==> config.mk <==
export PLATFORM = sky130hd
export DESIGN_NAME = mem_port_arbiter
export DESIGN_NICKNAME = d
export VERILOG_FILES = /design/src/rtl/mem_arb_pkg.sv /design/src/rtl/mem_port_arbiter_sat_counter.sv /design/src/rtl/mem_port_arbiter.sv
export SDC_FILE = /design/constraint.sdc
export NUM_CORES = 1
export LEC_CHECK = 0
export CAP_MARGIN = 0
export CORE_MARGIN = 2
export CORE_UTILIZATION = 47
export DETAILED_ROUTE_END_ITERATION = 7
export PLACE_DENSITY = 0.95
export SKIP_CTS_REPAIR_TIMING = 1
export SLEW_MARGIN = 0
export SYNTH_ARGS = -nofsm -noshare
export SYNTH_HDL_FRONTEND = slang
export SYNTH_SLANG_ARGS = --single-unit
==> constraint.sdc <==
create_clock -name clk -period 3.5 [get_ports clk]
set_input_delay 0.525 -clock clk [delete_from_list [all_inputs] [get_ports clk]]
set_output_delay 0.525 -clock clk [all_outputs]
set_load 0.01 [all_outputs]
==> src/rtl/mem_arb_pkg.sv <==
// ---------------------------------------------------------------------------
// mem_arb_pkg : shared types for the unified memory port arbiter
// Revision    : 1.0
// ---------------------------------------------------------------------------
`default_nettype none

package mem_arb_pkg;

    typedef enum logic [1:0] {
        IDLE  = 2'd0,
        IBUSY = 2'd1,
        DBUSY = 2'd2
    } arb_state_t;

    typedef enum logic {
        REQ_IF = 1'b0,
        REQ_D  = 1'b1
    } req_id_t;

endpackage

`default_nettype wire

==> src/rtl/mem_port_arbiter_sat_counter.sv <==
// ---------------------------------------------------------------------------
// sat_counter : increments once per cycle of inc, holds at all-ones
// Revision    : 1.0
// ---------------------------------------------------------------------------
`default_nettype none

module sat_counter #(
    parameter int CW = 32
) (
    input  logic          clk,
    input  logic          rst_n,
    input  logic          inc,
    output logic [CW-1:0] count
);

    logic [CW-1:0] r_count;

    always_ff @(posedge clk) begin
        if (!rst_n) begin
            r_count <= '0;
        end else if (inc && (r_count != {CW{1'b1}})) begin
            r_count <= r_count + CW'(1);
        end
    end

    assign count = r_count;

endmodule

`default_nettype wire

==> src/rtl/mem_port_arbiter.sv <==
// ---------------------------------------------------------------------------
// mem_port_arbiter : shares one variable-latency memory port between fetch
//                    and data requesters; data has priority
// Revision         : 1.0
// ---------------------------------------------------------------------------
`default_nettype none

module mem_port_arbiter
    import mem_arb_pkg::*;
#(
    parameter int AW = 32,
    parameter int DW = 32,
    parameter int CW = 32
) (
    input  logic          clk,
    input  logic          rst_n,
    input  logic          if_req,
    input  logic [AW-1:0] if_addr,
    output logic          if_valid,
    output logic [DW-1:0] if_rdata,
    input  logic          d_req,
    input  logic          d_we,
    input  logic [AW-1:0] d_addr,
    input  logic [DW-1:0] d_wdata,
    output logic          d_valid,
    output logic [DW-1:0] d_rdata,
    output logic          stall_if,
    output logic          stall_mem,
    output logic          mem_req,
    output logic          mem_we,
    output logic [AW-1:0] mem_addr,
    output logic [DW-1:0] mem_wdata,
    input  logic          mem_ready,
    input  logic [DW-1:0] mem_rdata,
    output logic [CW-1:0] if_wait_cnt,
    output logic [CW-1:0] d_wait_cnt
);

    arb_state_t    r_state;
    arb_state_t    w_state_next;
    req_id_t       w_owner;
    logic          w_busy;
    logic          w_done;
    logic          w_if_elig;
    logic          w_d_elig;

    logic [AW-1:0] r_addr;
    logic          r_we;
    logic [DW-1:0] r_wdata;
    logic          r_if_valid;
    logic          r_d_valid;
    logic [DW-1:0] r_if_rdata;
    logic [DW-1:0] r_d_rdata;

    // A requester is masked while its own valid is high so it cannot re-grant
    // on the request it is still holding from the completed transaction.
    assign w_if_elig = if_req & ~r_if_valid;
    assign w_d_elig  = d_req  & ~r_d_valid;

    always_ff @(posedge clk) begin
        if (!rst_n) begin
            r_state <= IDLE;
        end else begin
            r_state <= w_state_next;
        end
    end

    always_comb begin
        w_state_next = r_state;
        unique case (r_state)
            IDLE: begin
                if (w_d_elig) begin
                    w_state_next = DBUSY;
                end else if (w_if_elig) begin
                    w_state_next = IBUSY;
                end
            end
            IBUSY, DBUSY: begin
                if (mem_ready) begin
                    w_state_next = IDLE;
                end
            end
            default: w_state_next = IDLE;
        endcase
    end

    always_comb begin
        w_busy  = 1'b0;
        w_owner = REQ_IF;
        unique case (r_state)
            IBUSY: begin
                w_busy  = 1'b1;
                w_owner = REQ_IF;
            end
            DBUSY: begin
                w_busy  = 1'b1;
                w_owner = REQ_D;
            end
            default: begin
                w_busy  = 1'b0;
                w_owner = REQ_IF;
            end
        endcase
    end

    assign w_done = w_busy & mem_ready;

    always_ff @(posedge clk) begin
        if (!rst_n) begin
            r_addr     <= '0;
            r_we       <= 1'b0;
            r_wdata    <= '0;
            r_if_valid <= 1'b0;
            r_d_valid  <= 1'b0;
            r_if_rdata <= '0;
            r_d_rdata  <= '0;
        end else begin
            if (r_state == IDLE) begin
                if (w_d_elig) begin
                    r_addr  <= d_addr;
                    r_we    <= d_we;
                    r_wdata <= d_wdata;
                end else if (w_if_elig) begin
                    r_addr  <= if_addr;
                    r_we    <= 1'b0;
                end
            end
            r_if_valid <= w_done && (w_owner == REQ_IF);
            r_d_valid  <= w_done && (w_owner == REQ_D);
            if (w_done && (w_owner == REQ_IF)) begin
                r_if_rdata <= mem_rdata;
            end
            if (w_done && (w_owner == REQ_D) && !r_we) begin
                r_d_rdata <= mem_rdata;
            end
        end
    end

    assign mem_req   = w_busy;
    assign mem_we    = r_we & w_busy;
    assign mem_addr  = r_addr;
    assign mem_wdata = r_wdata;

    assign if_valid  = r_if_valid;
    assign if_rdata  = r_if_rdata;
    assign d_valid   = r_d_valid;
    assign d_rdata   = r_d_rdata;

    assign stall_if  = if_req & ~r_if_valid;
    assign stall_mem = d_req  & ~r_d_valid;

    sat_counter #(.CW(CW)) u_if_wait_cnt (
        .clk   (clk),
        .rst_n (rst_n),
        .inc   (stall_if),
        .count (if_wait_cnt)
    );

    sat_counter #(.CW(CW)) u_d_wait_cnt (
        .clk   (clk),
        .rst_n (rst_n),
        .inc   (stall_mem),
        .count (d_wait_cnt)
    );

endmodule

`default_nettype wire

run_1/met3.png
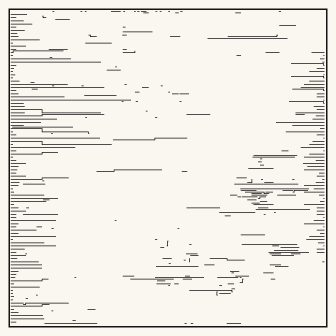
- wire length on this layer: 2220 um
- longest straight run: 51.3 um
- main direction: horizontal
- share of all routed wire: 8.5%
- nets with wire on the layer: 267
fraction of met3 tracks used by global routing: 0.0767
total detailed-routing wirelength: 26200 um

run_1/met2.png
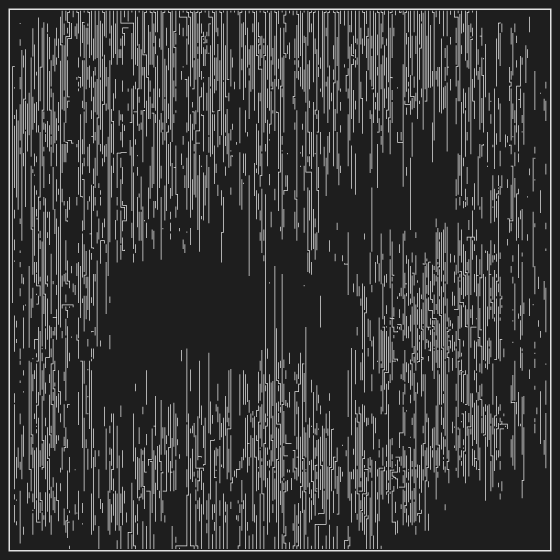
- longest straight run: 66.8 um
- share of all routed wire: 50%
- main direction: vertical
- wire length on this layer: 13000 um
- nets with wire on the layer: 1251

run_1/met4.png
Bar = 50 um. Supply wires on this layer in grey.
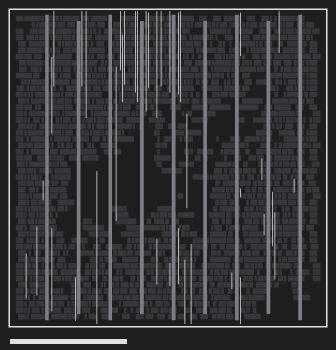
- wire length on this layer: 1100 um
- share of all routed wire: 4.2%
- main direction: vertical
- nets with wire on the layer: 38
total via count in the routed design: 8651

run_1/final_clocks.png
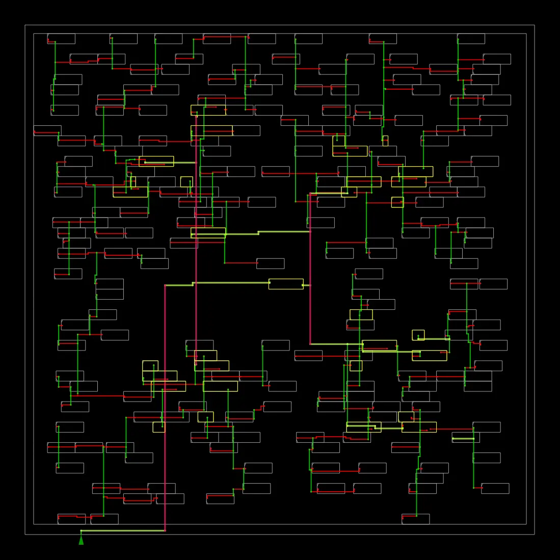
# clk buffers: 19
final worst clock skew: 12.1 ps
number of CTS-inserted buffers: 17
number of clock sinks seen by CTS: 197

==> flow_results.xml, run 1 <==
<?xml version="1.0" encoding="UTF-8"?>
<metrics>
  <group name="job">
    <metric name="tool_warnings" unit="">27</metric>
    <metric name="drv_cap" unit="">0</metric>
  </group>
  <group name="critical_path">
    <metric name="critPathMostFrequentCell" unit="">sky130_fd_sc_hd__clkdlybuf4s50_1</metric>
    <metric name="critical-path-max-stage-delay" unit="ps">610</metric>
    <metric name="critPathTopFamily" unit="">buffers and inverters</metric>
    <metric name="cp-start-kind" unit="">input port</metric>
    <metric name="crit-reg2reg-launch" unit="">u_d_wait_cnt.count[0]</metric>
    <metric name="cp_data_required_time" unit="ps">2970</metric>
  </group>
  <group name="die">
    <metric name="die-area" unit="mm2">0.0184</metric>
    <metric name="die_w" unit="um">136</metric>
    <metric name="placementRows" unit="">48</metric>
  </group>
  <group name="detailed_routing">
    <metric name="wl_met1" unit="um">9840</metric>
    <metric name="met3_wirelength" unit="um">2220</metric>
  </group>
  <group name="sta">
    <metric name="max_freq" unit="MHz">379</metric>
    <metric name="post_layout_min_period" unit="ps">2640</metric>
    <metric name="slew_violations" unit="">0</metric>
    <metric name="hold_viol_final" unit="">0</metric>
    <metric name="layout_worst_path_cycle_share" unit="">0.754</metric>
    <metric name="rsz_0062_raised_after_global_routing" unit="">no</metric>
    <metric name="layout_setup_ws" unit="ps">860</metric>
  </group>
  <group name="global_routing">
    <metric name="wire_length_of_the_first_global_routing_pass" unit="um">40500</metric>
    <metric name="grt-ovfl-total" unit="">0</metric>
    <metric name="top_usage_layer" unit="">met2</metric>
  </group>
  <group name="final_layout">
    <metric name="most_common_library_cell_in_the_layout_ignoring_fill_and_taps" unit="">sky130_fd_sc_hd__clkdlybuf4s50_1</metric>
    <metric name="ff_latch_area" unit="mm2">0.00394</metric>
    <metric name="layout.filler_cells" unit="">1269</metric>
    <metric name="design_area" unit="mm2">0.0122</metric>
  </group>
  <group name="power_and_ir_drop">
    <metric name="power.largest_group" unit="">sequential cells</metric>
    <metric name="power_frac_clock" unit="">0.361</metric>
    <metric name="pwr.group.sequential" unit="mW">2.47</metric>
    <metric name="peak_ir_drop_on_the_vdd_network" unit="mV">0.326</metric>
    <metric name="p_per_area" unit="mW/mm2">447</metric>
    <metric name="switchingPower" unit="mW">1.52</metric>
  </group>
  <group name="placed_design">
    <metric name="placement.io_buffers" unit="">331</metric>
  </group>
  <group name="clock_network">
    <metric name="worstSkewPairLatency" unit="ps">430</metric>
    <metric name="clk_path_buf_depth" unit="">2</metric>
    <metric name="clkSlewWorstSetupHoldPaths" unit="ps">70</metric>
  </group>
  <group name="yosys">
    <metric name="synth_top_cell_by_area" unit="">sky130_fd_sc_hd__dfxtp_1</metric>
    <metric name="yosysChipArea" unit="mm2">0.00814</metric>
    <metric name="most_common_cell" unit="">sky130_fd_sc_hd__nand2_1</metric>
    <metric name="syn_area_per_cell" unit="um2">7.92</metric>
    <metric name="synth-cells-yosys" unit="">1027</metric>
    <metric name="ff_type" unit="">sky130_fd_sc_hd__dfxtp_1</metric>
    <metric name="synth-edff-count" unit="">0</metric>
    <metric name="postSynthRegisterBits" unit="">197</metric>
    <metric name="ys_top_cells_by_count" unit="">sky130_fd_sc_hd__nand2_1 (310), sky130_fd_sc_hd__dfxtp_1 (197), sky130_fd_sc_hd__a21oi_1 (127)</metric>
    <metric name="synthesis.instances" unit="">1027</metric>
  </group>
  <group name="worst_hold_path">
    <metric name="timing.hold.worst_endpoint" unit="">if_rdata[22]</metric>
  </group>
  <group name="run_status">
    <metric name="run_status" unit="">complete, no violations</metric>
  </group>
</metrics>
-- run 1: final cells by class --
class	instances	share of cell area
sequential	197	0.323
multi-input combinational	751	0.320
timing repair buffer	345	0.281
clock buffer	19	0.0355
tap	225	0.0231
clock inverter	13	0.0131
inverter	12	0.00400
-- run 1: cells by family (layout without fill, tap and decap cells) --
logic type               after synthesis  in the layout  synth area share
AND/OR/NAND/NOR                      507            507             0.283
flip-flops                           197            197             0.485
adder cells (fa/ha/maj)                4              4           0.00615
AND-OR/OR-AND                        217            217             0.162
XOR/XNOR                               8              8           0.00861
multiplexers                          15             15            0.0185
buffers and inverters                 79            389            0.0375
-- run 1: worst reg2reg max path, stage by stage, from the launching register on --
cell	delay, ps
sky130_fd_sc_hd__dfxtp_1	440
sky130_fd_sc_hd__ha_1	270
sky130_fd_sc_hd__nand3_1	140
sky130_fd_sc_hd__nor3_2	280
sky130_fd_sc_hd__o211ai_1	410
sky130_fd_sc_hd__or4_1	530
sky130_fd_sc_hd__a21oi_1	150
-- run 1: worst max path at each step --
stage,start,to,slack [ps],cells after the start
CTS,d_req,stall_mem,860,5
global placement,if_req,u_if_wait_cnt.count[26],740,7
global route,d_req,stall_mem,800,5
detailed placement,if_req,u_if_wait_cnt.count[20],670,7
finish,d_req,stall_mem,860,5
floorplan,d_req,u_d_wait_cnt.count[17],1420,8
-- run 1: sequential cells by signal, indices dropped and copies added, names as in the netlist --
| register | count |
|---|---|
| r_state | 2 |
| d_valid | 1 |
| d_rdata | 32 |
| mem_addr | 32 |
| if_valid | 1 |
| u_if_wait_cnt.count | 32 |
| u_d_wait_cnt.count | 32 |
| r_we | 1 |
| mem_wdata | 32 |
| if_rdata | 32 |
--- run 2 (diff from run 1) ---
CORE_UTILIZATION = 43   (was 47)
PLACE_DENSITY = 0.91   (was 0.95)
clock period = 2.6 ns   (was 3.5 ns; I/O delays follow)
==> flow_results.xml, run 2 <==
<?xml version="1.0" encoding="UTF-8"?>
<metrics>
  <group name="sta">
    <metric name="max-slew-margin-rel" unit="">0.459</metric>
    <metric name="final_setup_violation_count" unit="">0</metric>
    <metric name="slew_violations" unit="">0</metric>
    <metric name="max_freq" unit="MHz">416</metric>
    <metric name="layout_setup_ws" unit="ps">195</metric>
    <metric name="final.setup.tns" unit="ps">0</metric>
    <metric name="layout_worst_path_cycle_share" unit="">0.925</metric>
    <metric name="hold_viol_final" unit="">0</metric>
    <metric name="holdWs" unit="ps">456</metric>
    <metric name="max_slew.worst_pin.slew" unit="ps">804</metric>
    <metric name="post_layout_min_period" unit="ps">2400</metric>
    <metric name="rsz_0062_raised_after_global_routing" unit="">no</metric>
  </group>
  <group name="power_and_ir_drop">
    <metric name="p_per_area" unit="mW/mm2">606</metric>
    <metric name="total_power" unit="mW">7.49</metric>
    <metric name="total_leakage_power" unit="nW">4.33</metric>
    <metric name="peak_ir_drop_on_the_vdd_network" unit="mV">0.485</metric>
  </group>
  <group name="yosys">
    <metric name="synth-cells-yosys" unit="">1027</metric>
    <metric name="synth-edff-count" unit="">0</metric>
    <metric name="ys_top_cells_by_count" unit="">sky130_fd_sc_hd__nand2_1 (310), sky130_fd_sc_hd__dfxtp_1 (197), sky130_fd_sc_hd__a21oi_1 (127)</metric>
    <metric name="synth-async-reset-ratio" unit="">0</metric>
    <metric name="netlist_top_cells_area" unit="">sky130_fd_sc_hd__dfxtp_1 (48%), sky130_fd_sc_hd__nand2_1 (14%), sky130_fd_sc_hd__a21oi_1 (7.8%)</metric>
    <metric name="syn_area" unit="mm2">0.00814</metric>
    <metric name="synth_top_cell_by_area" unit="">sky130_fd_sc_hd__dfxtp_1</metric>
    <metric name="most_common_cell" unit="">sky130_fd_sc_hd__nand2_1</metric>
    <metric name="postSynthRegisterBits" unit="">197</metric>
    <metric name="yosysChipArea" unit="mm2">0.00814</metric>
    <metric name="synthesis.instances" unit="">1027</metric>
    <metric name="syn_area_per_cell" unit="um2">7.92</metric>
    <metric name="yosysUniqueCellTypes" unit="">45</metric>
    <metric name="ff_type" unit="">sky130_fd_sc_hd__dfxtp_1</metric>
    <metric name="synth_nets" unit="">1165</metric>
  </group>
  <group name="die">
    <metric name="placementRows" unit="">50</metric>
    <metric name="die_w" unit="um">142</metric>
    <metric name="core_util_floorplan" unit="">0.436</metric>
    <metric name="io_pins" unit="">332</metric>
    <metric name="die-area" unit="mm2">0.0200</metric>
  </group>
  <group name="placed_design">
    <metric name="placedInstanceArea" unit="mm2">0.0117</metric>
    <metric name="placement.io_buffers" unit="">331</metric>
    <metric name="dp_cells" unit="">1547</metric>
    <metric name="dp_hpwl" unit="um">18900</metric>
  </group>
  <group name="final_layout">
    <metric name="most_common_library_cell_in_the_layout_ignoring_fill_and_taps" unit="">sky130_fd_sc_hd__clkdlybuf4s50_1</metric>
    <metric name="layout_top_cells" unit="">sky130_fd_sc_hd__clkdlybuf4s50_1 (331), sky130_fd_sc_hd__nand2_1 (310), sky130_fd_sc_hd__dfxtp_1 (197)</metric>
    <metric name="layout.core_utilization" unit="">0.662</metric>
    <metric name="ff_latch_area" unit="mm2">0.00394</metric>
    <metric name="diodes" unit="">0</metric>
    <metric name="mi_logic_area" unit="mm2">0.00390</metric>
    <metric name="design_area" unit="mm2">0.0124</metric>
    <metric name="layout.filler_cells" unit="">1493</metric>
  </group>
  <group name="critical_path">
    <metric name="critical_path_cell_count" unit="">4</metric>
    <metric name="critical-path-max-stage-delay" unit="ps">610</metric>
    <metric name="crit_path_top_delay_cell" unit="">sky130_fd_sc_hd__clkdlybuf4s50_1</metric>
    <metric name="cp.buffers_inverters" unit="">3</metric>
    <metric name="timing.critical_path.fanout_max" unit="">34</metric>
    <metric name="cp-start-kind" unit="">register</metric>
    <metric name="critPathTopFamily" unit="">buffers and inverters</metric>
    <metric name="critical_path.endpoint_type" unit="">output port</metric>
    <metric name="ff2ff_path_depth" unit="">6</metric>
    <metric name="cp_data_required_time" unit="ps">2210</metric>
    <metric name="timing.rr.end" unit="">u_d_wait_cnt.count[21]</metric>
    <metric name="critical_path_data_arrival_time" unit="ps">2010</metric>
    <metric name="crit-reg2reg-launch" unit="">u_d_wait_cnt.count[1]</metric>
  </group>
  <group name="clock_network">
    <metric name="cts_tree" unit="">yes</metric>
    <metric name="clock-root-buffer" unit="">sky130_fd_sc_hd__clkbuf_16</metric>
    <metric name="cts_made_buffers" unit="">17</metric>
    <metric name="clk_path_buf_depth" unit="">2</metric>
    <metric name="clkSlewWorstSetupHoldPaths" unit="ps">80</metric>
    <metric name="clkSinkCount" unit="">197</metric>
    <metric name="htree_levels" unit="">4</metric>
  </group>
  <group name="worst_hold_path">
    <metric name="hold-path-cell-count" unit="">2</metric>
    <metric name="timing.hold.worst_endpoint" unit="">mem_wdata[22]</metric>
  </group>
  <group name="detailed_routing">
    <metric name="drt_pre_antenna_iters" unit="">5</metric>
    <metric name="routedWlPerCell" unit="um">16.4</metric>
    <metric name="drt_iter0_markers" unit="">487</metric>
    <metric name="final_antenna_net_count" unit="">0</metric>
  </group>
  <group name="job">
    <metric name="drv_cap" unit="">0</metric>
    <metric name="tool_warnings" unit="">27</metric>
  </group>
  <group name="global_routing">
    <metric name="grt_max_degree" unit="">66</metric>
    <metric name="grt-ovfl-total" unit="">0</metric>
    <metric name="wire_length_of_the_first_global_routing_pass" unit="um">41000</metric>
    <metric name="grt_pass1_vias" unit="">8338</metric>
  </group>
  <group name="run_status">
    <metric name="run_status" unit="">complete, no violations</metric>
  </group>
</metrics>
==> run 2: worst max-delay path by stage <==
stage,slack (ps),to,from
after global routing,10,u_d_wait_cnt.count[4],u_d_wait_cnt.count[1]
after global placement,190,u_if_wait_cnt.count[26],if_req
after floorplan,610,u_d_wait_cnt.count[29],u_d_wait_cnt.count[0]
final,200,stall_mem,d_valid
after CTS,160,stall_mem,d_valid
after detailed placement,130,u_d_wait_cnt.count[27],d_req
==> run 2: layout make-up <==
type / count / share of cell area
clock buffer: 17 / 0.0344
clock inverter: 15 / 0.0169
inverter: 12 / 0.00395
multi-input combinational: 751 / 0.316
sequential: 197 / 0.319
tap: 234 / 0.0237
timing repair buffer: 353 / 0.286
==> run 2: logic make-up after synthesis <==
logic type | after synthesis | synth area share
XOR/XNOR | 8 | 0.00861
adder cells (fa/ha/maj) | 4 | 0.00615
buffers and inverters | 79 | 0.0375
flip-flops | 197 | 0.485
AND/OR/NAND/NOR | 507 | 0.283
multiplexers | 15 | 0.0185
AND-OR/OR-AND | 217 | 0.162
==> run 2: metal layers <==
layer / GRT usage / share of wire
met1: 0.290 / 0.38
met2: 0.441 / 0.49
met3: 0.0661 / 0.080
met4: 0.122 / 0.044
met5: 0 / 0
==> run 2: worst register-to-register path, cell delays in order (launching register included) <==
cell and delay (ps):
sky130_fd_sc_hd__dfxtp_1 380, sky130_fd_sc_hd__ha_1 240, sky130_fd_sc_hd__nand3_1 130, sky130_fd_sc_hd__nor4_1 700, sky130_fd_sc_hd__and2_1 460, sky130_fd_sc_hd__nor4_1 120
sky130_fd_sc_hd__mux2i_1 130
==> run 2: power breakdown <==
part           total [mW]  switching (mW)  internal (mW)
clock network        2.77            1.42           1.35
registers            3.33           0.117           3.21
logic                1.38           0.671          0.713
run_2/met4.png
Bar = 50 um. Supply wires on this layer in grey.
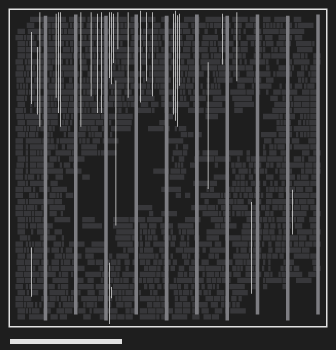
- longest straight run: 64.6 um
- wire length on this layer: 1130 um
- main direction: vertical
- nets with wire on the layer: 30

run_2/met3.png
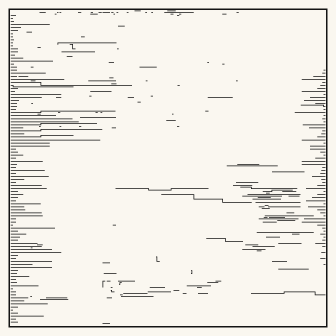
- share of all routed wire: 8.0%
- wire length on this layer: 2060 um
- main direction: horizontal
- longest straight run: 40.7 um
total detailed-routing wirelength: 25900 um
total via count in the routed design: 8653
fraction of met3 tracks used by global routing: 0.0661

run_2/final_clocks.png
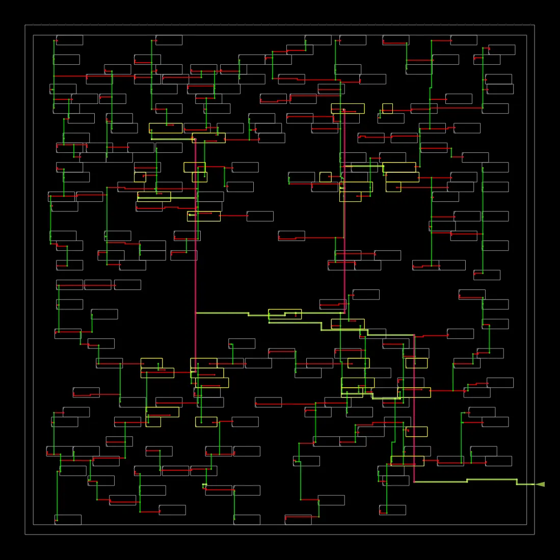
Clock Latency Late Sink: 430 ps
final worst clock skew: 15.8 ps
# clk buffers: 17

No activity file was given, so power comes from the tool's default toggle rates.
